Logic cells by family:
Scale: 8 px per um.
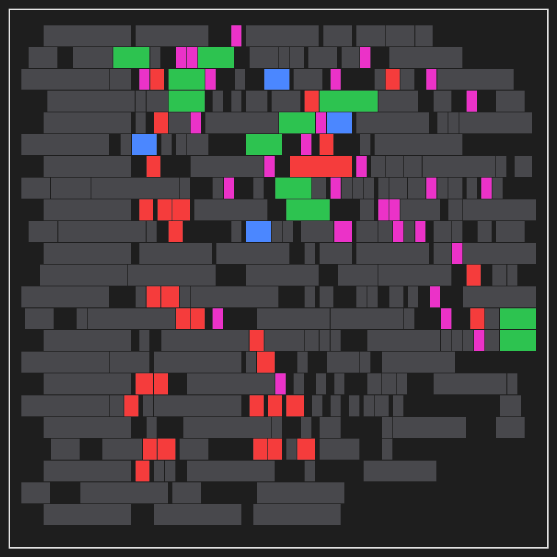
A small window of the routed layout:
Region (14, 27) to (54, 67) um. Cells in grey, sequential cells in the stronger grey; small squares are vias.
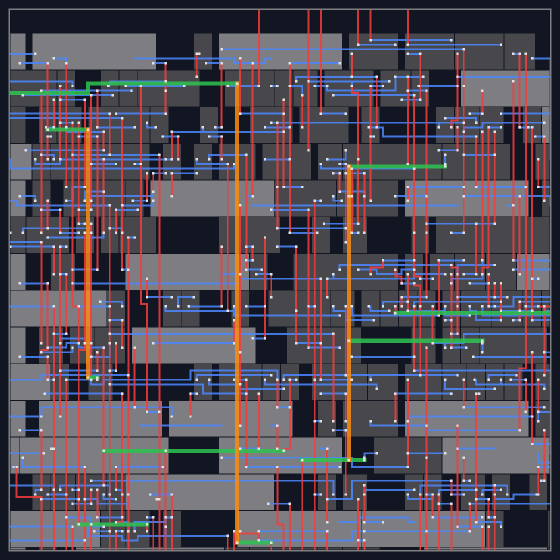
**config.mk**
```make
export PLATFORM = sky130hd
export DESIGN_NAME = uart_tx_fifo
export DESIGN_NICKNAME = d
export VERILOG_FILES = /design/src/rtl/uart_pkg.sv /design/src/rtl/sync_fifo.sv /design/src/rtl/uart_tx_fifo.sv
export SDC_FILE = /design/constraint.sdc
export NUM_CORES = 1
export LEC_CHECK = 0
export ABC_AREA = 1
export CORE_UTILIZATION = 60
export CTS_BUF_LIST = sky130_fd_sc_hd__clkbuf_4 sky130_fd_sc_hd__clkbuf_8
export DETAILED_ROUTE_END_ITERATION = 8
export PLACE_DENSITY = 0.81
export SYNTH_ARGS = -nofsm -noshare
export SYNTH_HDL_FRONTEND = slang
export SYNTH_SLANG_ARGS = --single-unit
```
**constraint.sdc**
```tcl
create_clock -name clk -period 2.5 [get_ports clk]
set_input_delay 0.25 -clock clk [delete_from_list [all_inputs] [get_ports clk]]
set_output_delay 0.25 -clock clk [all_outputs]
set_load 0.02 [all_outputs]
```
**src/rtl/uart_pkg.sv**
```systemverilog
// Shared types and helpers for the buffered UART transmitter.
// Parity support in uart_tx_fifo is compiled in with UART_TX_PARITY_EN.
package uart_pkg;

   typedef enum logic [2:0] {
      IDLE   = 3'd0,
      START  = 3'd1,
      DATA   = 3'd2,
      PARITY = 3'd3,
      STOP   = 3'd4
   } tx_state_t;

   localparam logic [1:0] PAR_NONE = 2'd0;
   localparam logic [1:0] PAR_EVEN = 2'd1;
   localparam logic [1:0] PAR_ODD  = 2'd2;

   // data must arrive zero-extended so the unused upper bits do not disturb the XOR
   function automatic logic parity_bit(input logic [8:0] data, input logic [1:0] mode);
      logic p;
      p = ^data;
      case (mode)
         PAR_NONE: return 1'b0;
         PAR_EVEN: return p;
         PAR_ODD:  return ~p;
         default:  return 1'b0;
      endcase
   endfunction

endpackage

```
**src/rtl/sync_fifo.sv**
```systemverilog
// Single-clock first-word-fall-through FIFO; dout shows the head entry whenever !empty.
// DEPTH must be a power of two so the pointers wrap naturally.
module sync_fifo #(
   parameter int WIDTH = 8,
   parameter int DEPTH = 4
) (
   input  logic                     clk,
   input  logic                     reset_n,
   input  logic                     wr_en,
   input  logic [WIDTH-1:0]         din,
   input  logic                     rd_en,
   output logic [WIDTH-1:0]         dout,
   output logic                     full,
   output logic                     empty,
   output logic [$clog2(DEPTH):0]   count
);

   localparam int AW = $clog2(DEPTH);

   logic [WIDTH-1:0] mem [DEPTH];
   logic [AW-1:0]    wr_ptr;
   logic [AW-1:0]    rd_ptr;
   logic             wr_ok;
   logic             rd_ok;

   assign full  = (count == (AW+1)'(DEPTH));
   assign empty = (count == '0);
   assign wr_ok = wr_en && !full;
   assign rd_ok = rd_en && !empty;
   assign dout  = mem[rd_ptr];

   always_ff @(posedge clk or negedge reset_n) begin
      if (!reset_n) begin
         wr_ptr <= '0;
         rd_ptr <= '0;
         count  <= '0;
      end else begin
         if (wr_ok) wr_ptr <= wr_ptr + AW'(1);
         if (rd_ok) rd_ptr <= rd_ptr + AW'(1);
         case ({wr_ok, rd_ok})
            2'b10:   count <= count + (AW+1)'(1);
            2'b01:   count <= count - (AW+1)'(1);
            default: count <= count;
         endcase
      end
   end

   always_ff @(posedge clk) begin
      if (wr_ok) mem[wr_ptr] <= din;
   end

endmodule

```
**src/rtl/uart_tx_fifo.sv**
```systemverilog
// Buffered UART transmitter: FIFO front end, configurable frame, back-to-back frames.
// Define UART_TX_PARITY_EN to add the parity_mode port and the PARITY state.
//
// state  | meaning
// IDLE   | line high, waiting for a queued word
// START  | start bit (low)
// DATA   | data bits, LSB first, shreg shifts right after each bit
// PARITY | parity bit (only with UART_TX_PARITY_EN and an even/odd mode latched)
// STOP   | stop bit(s) high; pops the next word straight into START if one is queued
module uart_tx_fifo
   import uart_pkg::*;
#(
   parameter int CLKS_PER_BIT = 8,
   parameter int DATA_BITS    = 8,
   parameter int STOP_BITS    = 1,
   parameter int FIFO_DEPTH   = 4
) (
   input  logic                          clk,
   input  logic                          reset_n,
   input  logic                          in_valid,
   input  logic [DATA_BITS-1:0]          in_data,
   output logic                          in_ready,
`ifdef UART_TX_PARITY_EN
   input  logic [1:0]                    parity_mode,
`endif
   output logic                          tx,
   output logic                          busy,
   output logic                          tx_done,
   output logic [$clog2(FIFO_DEPTH):0]   fifo_count
);

   localparam int CW = $clog2(CLKS_PER_BIT);
   localparam int BW = $clog2(DATA_BITS);

   tx_state_t            state;
   tx_state_t            state_nxt;
   logic [CW-1:0]        baud_cnt;
   logic [BW-1:0]        bit_idx;
   logic                 stop_idx;
   logic [DATA_BITS-1:0] shreg;
   logic [DATA_BITS-1:0] shreg_nxt;
   logic [DATA_BITS-1:0] fifo_dout;
   logic                 fifo_full;
   logic                 fifo_empty;
   logic                 pop;
   logic                 bit_tick;
   logic                 last_bit;
   logic                 last_stop;
   logic                 tx_nxt;

   sync_fifo #(
      .WIDTH (DATA_BITS),
      .DEPTH (FIFO_DEPTH)
   ) u_fifo (
      .clk     (clk),
      .reset_n (reset_n),
      .wr_en   (in_valid && in_ready),
      .din     (in_data),
      .rd_en   (pop),
      .dout    (fifo_dout),
      .full    (fifo_full),
      .empty   (fifo_empty),
      .count   (fifo_count)
   );

   assign in_ready  = !fifo_full;
   assign busy      = (state != IDLE) || !fifo_empty;
   assign bit_tick  = (baud_cnt == CW'(CLKS_PER_BIT - 1));
   assign last_bit  = (bit_idx == BW'(DATA_BITS - 1));
   assign last_stop = (STOP_BITS == 1) ? 1'b1 : stop_idx;
   assign tx_done   = (state == STOP) && bit_tick && last_stop;

`ifdef UART_TX_PARITY_EN
   logic [1:0] par_mode;
   logic       par_val;
   logic       par_on;

   assign par_on = (par_mode == PAR_EVEN) || (par_mode == PAR_ODD);

   // parity is computed from the whole word at pop time, before shreg starts shifting it away
   always_ff @(posedge clk or negedge reset_n) begin
      if (!reset_n) begin
         par_mode <= PAR_NONE;
         par_val  <= 1'b0;
      end else if (pop) begin
         par_mode <= parity_mode;
         par_val  <= parity_bit(9'(fifo_dout), parity_mode);
      end
   end
`endif

   always_comb begin
      state_nxt = state;
      pop       = 1'b0;
      case (state)
         IDLE: begin
            if (!fifo_empty) begin
               pop       = 1'b1;
               state_nxt = START;
            end
         end
         START: begin
            if (bit_tick) state_nxt = DATA;
         end
         DATA: begin
            if (bit_tick && last_bit) begin
`ifdef UART_TX_PARITY_EN
               state_nxt = par_on ? PARITY : STOP;
`else
               state_nxt = STOP;
`endif
            end
         end
`ifdef UART_TX_PARITY_EN
         PARITY: begin
            if (bit_tick) state_nxt = STOP;
         end
`endif
         STOP: begin
            if (bit_tick && last_stop) begin
               if (!fifo_empty) begin
                  pop       = 1'b1;
                  state_nxt = START;
               end else begin
                  state_nxt = IDLE;
               end
            end
         end
         default: state_nxt = IDLE;
      endcase
   end

   always_comb begin
      shreg_nxt = shreg;
      if (pop) begin
         shreg_nxt = fifo_dout;
      end else if ((state == DATA) && bit_tick && !last_bit) begin
         shreg_nxt = shreg >> 1;
      end
   end

   // tx is registered from the next state so the line changes on the same edge as the state
   always_comb begin
      tx_nxt = 1'b1;
      case (state_nxt)
         START:   tx_nxt = 1'b0;
         DATA:    tx_nxt = shreg_nxt[0];
`ifdef UART_TX_PARITY_EN
         PARITY:  tx_nxt = par_val;
`endif
         default: tx_nxt = 1'b1;
      endcase
   end

   always_ff @(posedge clk or negedge reset_n) begin
      if (!reset_n) begin
         state    <= IDLE;
         baud_cnt <= '0;
         bit_idx  <= '0;
         stop_idx <= 1'b0;
         shreg    <= '0;
         tx       <= 1'b1;
      end else begin
         state <= state_nxt;
         shreg <= shreg_nxt;
         tx    <= tx_nxt;

         if ((state == IDLE) || (state_nxt != state) || bit_tick) baud_cnt <= '0;
         else                                                   baud_cnt <= baud_cnt + CW'(1);

         if (state != DATA)  bit_idx <= '0;
         else if (bit_tick)  bit_idx <= bit_idx + BW'(1);

         if (state != STOP)  stop_idx <= 1'b0;
         else if (bit_tick)  stop_idx <= ~stop_idx;
      end
   end

endmodule

```
==> results.yml <==
# physical design summary
synthesis:
  synthTopCellsByArea: "edfxtp_1 38%, dfrtp_1 24%, nand2_1 5.3%, ha_1 4.9%, nor2_1 4.9%"
  netlist_area_sq_mm: 0.00255
  synth-seq-area-share_pct: 62.4
  synth_top_area_share_pct: 37.7
  yosys_area_sq_mm: 0.00255
  synth_flops: 57
  edf_count: 32
  common_cells: "36 x nand2_1, 33 x nor2_1, 32 x edfxtp_1, 24 x dfrtp_1, 22 x inv_1"
  synth_area_per_cell_sq_um: 10.7
  synthFlopType: "edfxtp_1"
  ys_async_sr_fraction_pct: 43.9
  yosysWarnings: 0
  yosys.cell_types.count: 26
  synthCells: 238
  most_common_cell: "nand2_1"
  ys_cells: 238
  yosys.area.top_type: "edfxtp_1"
  synth_nets: 260
floorplan:
  io_pins: 18
  rows: 23
  die_h_um: 67.1
  die-area_sq_mm: 0.00451
  die_w_um: 67.1
  initial_core_util_pct: 63.2
  core_sq_mm: 0.00403
run:
  cap_violations: 0
  warnings: 30
worst_setup_path:
  worst_ep_arrival_time_ns: 1.99
  r2r_setup_slack_ns: 0.36
  cp_max_fo: 9
  crit_start: "baud_cnt[0]"
  crit_type: "flop to primary output"
  cp-end-kind: "primary output"
  cp_data_required_time_ns: 2.25
  r2r_end: "u_fifo.count[2]"
  regToRegStartpoint: "baud_cnt[0]"
  r2r_cells: 10
  start_kind: "flop"
  endpoint: "tx_done"
grt:
  antenna_found_initial: 0
  grt_overflow: 0
  grt_pass1_wl_mm: 7.20
  grt_pass1_vias: 1568
  grt_usage_pct: 23.7
  grt_max_degree: 26
place:
  gp_congestion: 0.777
  hpwl_mm: 3.05
  numPlacedInstances: 304
  dpl_cell_area_sq_mm: 0.00278
  io_buffers: 17
timing:
  hold_viol_final: 0
  relSlewSlack_pct: 64.1
  tightest_slew_ns: 0.539
  rsz0062_at_grt: "false"
  fin_setup_tns_ns: 0
  min_period_ns: 2.24
  finalCritPeriodShare_pct: 89.7
  setup_viol: 0
  fin_skew_ns: 0.00709
  finalMaxSlewViolations: 0
  max_freq_ghz: 0.446
pwr:
  p_leak_nw: 1.27
  vdd_ir_drop_max_mv: 0.586
  power_density_mw_per_mm2: 836
detailed_routing:
  wl_mm: 4.56
  via_per_inst: 5.28
  drc: 0
  wire_per_inst_um: 14.3
  drt-pass1-iter-count: 4
  vias: 1689
  drt.antenna.violating_nets: 0
  dr.first_iter.drc_count: 160
cells_and_area:
  regMostFlops: "u_fifo.mem"
  drive_gt1_share_pct: 14.1
  fin_area_sq_mm: 0.00297
  largest_register_ffs: 32
  area_growth_pct: 16.8
  fin_util_pct: 73.8
  num_antenna_cells: 0
  largestRegisters: "u_fifo.mem x32, shreg x8"
  nets: 287
  mostFrequentLayoutCells: "36 x nand2_1, 33 x nor2_1, 32 x edfxtp_1"
clocking:
  cts_made_buffers: 9
  cts_max_path_buffers: 2
  cts-hold-fix-buffers: 0
  postCtsSetupBuffers: 0
  cts_sinks: 57
  clkLatencyLatePin_ns: 0.33
  htree_levels: 3
  root_buffer: "clkbuf_8"
  cts_tree: "yes"
  clkTransAtPathRegs_ns: 0.07
hold_path:
  hp-class: "input pin to async pin"
status:
  status: "finished clean"
About 'logic cells by family':
legend:
  green:
    family: fa/ha/maj cells
    cells: 11
  red:
    family: aoi and oai cells
    cells: 31
  magenta:
    family: inv cells
    cells: 29
  blue:
    family: xor and xnor cells
    cells: 4
    where: top centre
combinational share of cell area: 27.4%
Non-Filler Instances: 320
Top cell excl fill/tap: nand2_1

About 'a small window of the routed layout':
legend:
  green:
    layer: M3
  blue:
    layer: M1
  red:
    layer: M2
  orange:
    layer: M4
sequential cells in the window: 18
most frequent: nor2_1 (21), inv_1 (18), dfrtp_1 (14)
netlist names of flops here include: shreg (4), u_fifo.mem (4), baud_cnt (3)
cells with their middle in the window: 133

==> stage by stage <==
| stage | total power (W) | setup slack [ns] | hold WS, ns |
|---|---|---|---|
| final | 0.00249 | 0.256 | 0.275 |
| after global routing | 0.00260 | 0.0975 | 0.303 |
| after CTS | 0.00251 | 0.129 | 0.286 |
| after detailed placement | 0.00168 | 0.358 | 0.433 |
| after global placement | 0.00165 | 0.448 | 0.418 |
| after floorplan | 0.00148 | 0.293 | -0.0456 |
==> power by group <==
part / switching, W / internal [W] / total, W
clock network: 0.000365 / 0.000464 / 0.000829
registers: 0.0000571 / 0.00115 / 0.00121
logic: 0.000275 / 0.000175 / 0.000450
==> metal layers <==
layer  track usage [%]  vias to the layer above  share of wire (%)
met4              17.3                        0                2.3
met3              6.08                       11                3.5
met2              36.5                       37                 50
met1              28.7                      795                 45
met5                 0                        -                  0
li1                  -                      846                  -
==> cells by family (layout without fill, tap and decap cells) <==
group                      Yosys count  count (layout)  synth area share, %
AOI/OAI and AO/OA                   31              31                 7.08
DFF                                 57              57                 62.4
buffers and inverters               35              67                 5.80
adders and majority gates           11              11                 5.70
xor gates and xnor gates             4               4                 1.38
and+or+nand+nor                    100             100                 17.7
==> critical path: stages, from the launching register on <==
cell             delay, ns
dfrtp_1               0.35
ha_1                  0.18
ha_2                  0.28
inv_1                 0.13
nor2_1                0.13
clkdlybuf4s50_1       0.60
==> cell type report <==
type | count | area [sq um]
sequential | 57 | 1590
timing repair buffer | 22 | 208
inverter | 29 | 111
clock inverter | 6 | 58.8
fill | 304 | 1060
multi-input combinational | 146 | 813
tap | 50 | 62.6
clock buffer | 10 | 131
==> repair_timing <==
action | in CTS | in global routing
endpoints found under the hold margin | 0 | 0
endpoints found under the setup margin | 0 | 1
gates resized | 0 | 1
Power and IR drop assume default switching activity.
